==> src/rtl/load_store_unit.sv <==
// load_store_unit
//   Front end of the data memory port. Takes load/store requests over a
//   valid/ready handshake. Stores go into an SB_DEPTH-entry FIFO store buffer
//   and drain to memory in order whenever the port is free. A load is answered
//   from the youngest matching buffered store (1-cycle latency) or by a memory
//   read (2-cycle latency).
//
// Ports
//   clk, reset                  clock; asynchronous active-low reset
//   req_valid/req_ready         request handshake
//   req_write/addr/wdata        request payload (1 = store)
//   sb_hold                     1 blocks store drain
//   resp_valid/resp_data        load response (pulse / held data)
//   mem_address/writeData/read/write, mem_data   data memory port
//   sb_count, sb_full           store buffer occupancy
module load_store_unit #(
    parameter int          SB_DEPTH  = 4,
    parameter logic [31:0] ADDR_MASK = 32'h7ff
) (
    input  logic                        clk,
    input  logic                        reset,
    input  logic                        req_valid,
    output logic                        req_ready,
    input  logic                        req_write,
    input  logic [31:0]                 req_addr,
    input  logic [31:0]                 req_wdata,
    input  logic                        sb_hold,
    output logic                        resp_valid,
    output logic [31:0]                 resp_data,
    output logic [31:0]                 mem_address,
    output logic [31:0]                 mem_writeData,
    output logic                        mem_read,
    output logic                        mem_write,
    input  logic [31:0]                 mem_data,
    output logic [$clog2(SB_DEPTH):0]   sb_count,
    output logic                        sb_full
);
    localparam int PW = $clog2(SB_DEPTH);
    localparam int CW = PW + 1;

    typedef enum logic {IDLE, LOAD_WAIT} state_t;

    typedef struct packed {
        logic [31:0] addr;
        logic [31:0] data;
    } sb_entry_t;

    state_t          state;
    sb_entry_t       sb_q [SB_DEPTH];
    logic [PW-1:0]   head, tail;
    logic [CW-1:0]   count;

    logic [31:0]     masked;
    logic            fwd_hit;
    logic [31:0]     fwd_data;
    logic [PW-1:0]   idx;
    logic            is_idle, load_req, store_req;
    logic            load_issue, drain, store_acc, load_acc;

    assign masked    = req_addr & ADDR_MASK;
    assign is_idle   = (state == IDLE);
    assign load_req  = req_valid && !req_write;
    assign store_req = req_valid && req_write;
    assign sb_full   = (count == CW'(SB_DEPTH));
    assign sb_count  = count;

    // Scan oldest to youngest so the last match (youngest store) wins.
    always_comb begin
        fwd_hit  = 1'b0;
        fwd_data = '0;
        idx      = '0;
        for (int i = 0; i < SB_DEPTH; i++) begin
            idx = head + PW'(i);
            if (CW'(i) < count && sb_q[idx].addr == masked) begin
                fwd_hit  = 1'b1;
                fwd_data = sb_q[idx].data;
            end
        end
    end

    // A load is always ready in IDLE, so the miss issue does not depend on
    // drain; drain then yields to it, which keeps read/write exclusive.
    assign load_issue = reset && is_idle && load_req && !fwd_hit;
    assign drain      = (count != '0) && !sb_hold && !load_issue;
    // A full buffer still takes a store when the head is leaving this cycle.
    assign req_ready  = reset && is_idle && (!req_write || !sb_full || drain);
    assign store_acc  = store_req && req_ready;
    assign load_acc   = load_req && req_ready;

    always_comb begin
        mem_read      = 1'b0;
        mem_write     = 1'b0;
        mem_address   = '0;
        mem_writeData = '0;
        if (load_issue) begin
            mem_read    = 1'b1;
            mem_address = masked;
        end else if (drain) begin
            mem_write     = 1'b1;
            mem_address   = sb_q[head].addr;
            mem_writeData = sb_q[head].data;
        end
    end

    // Entry storage needs no reset: validity is carried by count.
    always_ff @(posedge clk) begin
        if (store_acc) sb_q[tail] <= '{addr: masked, data: req_wdata};
    end

    always_ff @(posedge clk or negedge reset) begin
        if (!reset) begin
            state      <= IDLE;
            head       <= '0;
            tail       <= '0;
            count      <= '0;
            resp_valid <= 1'b0;
            resp_data  <= '0;
        end else begin
            resp_valid <= 1'b0;
            case (state)
                IDLE: begin
                    if (load_acc) begin
                        if (fwd_hit) begin
                            resp_data  <= fwd_data;
                            resp_valid <= 1'b1;
                        end else begin
                            state <= LOAD_WAIT;
                        end
                    end
                end
                LOAD_WAIT: begin
                    resp_data  <= mem_data;
                    resp_valid <= 1'b1;
                    state      <= IDLE;
                end
                default: state <= IDLE;
            endcase
            if (store_acc) tail <= tail + 1'b1;
            if (drain)     head <= head + 1'b1;
            count <= count + CW'(store_acc) - CW'(drain);
        end
    end
endmodule
==> config.mk <==
export PLATFORM = sky130hd
export DESIGN_NAME = load_store_unit
export DESIGN_NICKNAME = d
export VERILOG_FILES = /design/src/rtl/load_store_unit.sv
export SDC_FILE = /design/constraint.sdc
export NUM_CORES = 1
export LEC_CHECK = 0
export CAP_MARGIN = 20
export CORE_MARGIN = 8
export CORE_UTILIZATION = 55
export CTS_CLUSTER_SIZE = 30
export DETAILED_ROUTE_END_ITERATION = 6
export PLACE_DENSITY = 0.81
export SYNTH_ARGS = -nofsm -noshare
export SYNTH_HDL_FRONTEND = slang
export SYNTH_SLANG_ARGS = --single-unit
==> constraint.sdc <==
create_clock -name clk -period 5.05 [get_ports clk]
set_input_delay 1.2625 -clock clk [delete_from_list [all_inputs] [get_ports clk]]
set_output_delay 1.2625 -clock clk [all_outputs]
set_load 0.01 [all_outputs]
**Sequential cells colored by netlist name**

Bar = 50 um. Other sequential cells in the stronger gray, the rest of the logic in the fainter gray.
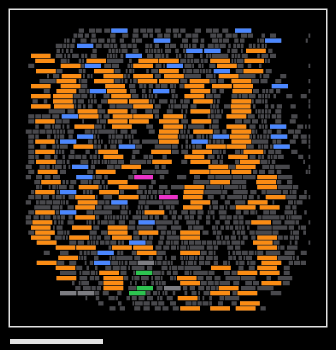
[`head`] magenta | placed flops: 2
[`resp_data`] blue | placed flops: 32
[`sb_q`] orange | placed flops: 172 | where: all over the die
[`sb_count`] green | placed flops: 3
not colored: 4
power in sequential cells: 2.13 mW
fraction of area in registers: 38.6%
final core occ: 68.7%
footprint of the flip-flops and latches: 6200 sq um

**The clock network**

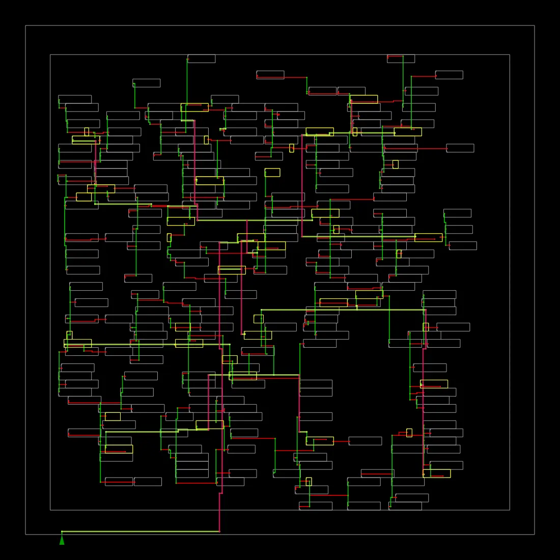
Layout clock buffers: 35
power of the clock network: 1.62 mW

**M1 wires**

Bar = 50 um.
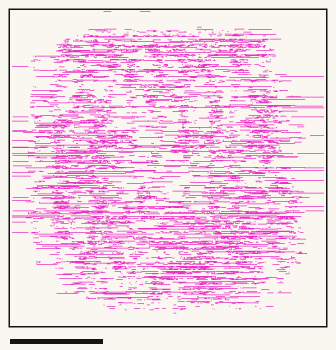
share of all routed wire: 39%
longest straight run: 49.7 um
wire length on this layer: 14,400 um
wire length after detailed routing: 36,800 um
GR met1 Demand/Resource: 31.0%
total vias in the final route: 10,400

**A small window of the routed layout**

Bar = 20 um. Window x 60 to 110, y 94 to 144 um. Cells in gray, sequential cells in the stronger gray; small squares are vias.
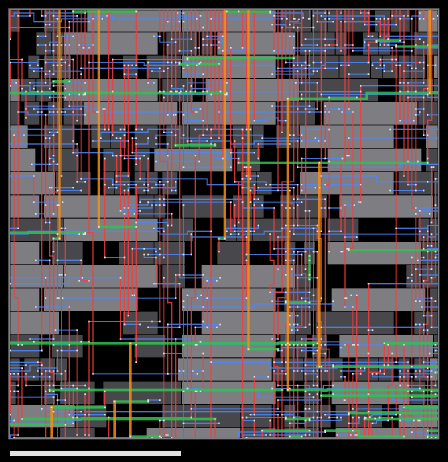
[met3] green
[met2] red
[met1] blue
[met4] orange
sequential cells in the window: 32
netlist names of flops here include: `sb_q` (28), `resp_data` (4)
most frequent: edfxtp_1 (28), a21oi_1 (24), o21ai_0 (15)
cells with their middle in the window: 157

==> flow_metrics.rpt <==
RUN METRICS
----------------------------------------------------
[Synth]
  Simple share ........................ 9.73%
  Area fraction in compound gates after synthesis ........................ approximately 16%
  Flip-flops with a built-in enable ........................ 172
  XOR/XNOR Fraction of Synth Area ........................ 3.01%

[Clocking]
  Buffer depth of the longest clock path ........................ 3
  Number of resized instances in the post-cts repair step ........................ 66
  CTS sink count ........................ approximately 210
  Cell at the root of the clock tree ........................ sky130_fd_sc_hd__clkbuf_16

[Cells and area]
  Register name with the most flops ........................ sb_q
  Number of sequential storage elements ........................ between 200 and 250
  Fraction of area in clock buffers and inverters ........................ 4.55%

[Power and ir drop]
  Switching Share ........................ 37.0%

[Placement]
  Total half-perimeter wirelength after legalization and detailed placement ........................ 23,600 um
  Number of input and output port buffers inserted ........................ 162

[Worst setup path]
  Startpoint of the worst register-to-register path ........................ head[0]
  Number of stages on the worst setup path ........................ 11
  Setup slack, reg-to-reg ........................ 1190 ps

[Drt]
  Average via count per standard cell ........................ 6.12
  Met3 routed wirelength ........................ approximately 3200 um

[Timing]
  Setup ws final ........................ 126 ps

[Status]
  Status ........................ completed

[Floorplan]
  Total Die Area ........................ 29,000 sq um

----------------------------------------------------
Power and IR drop assume default switching activity.
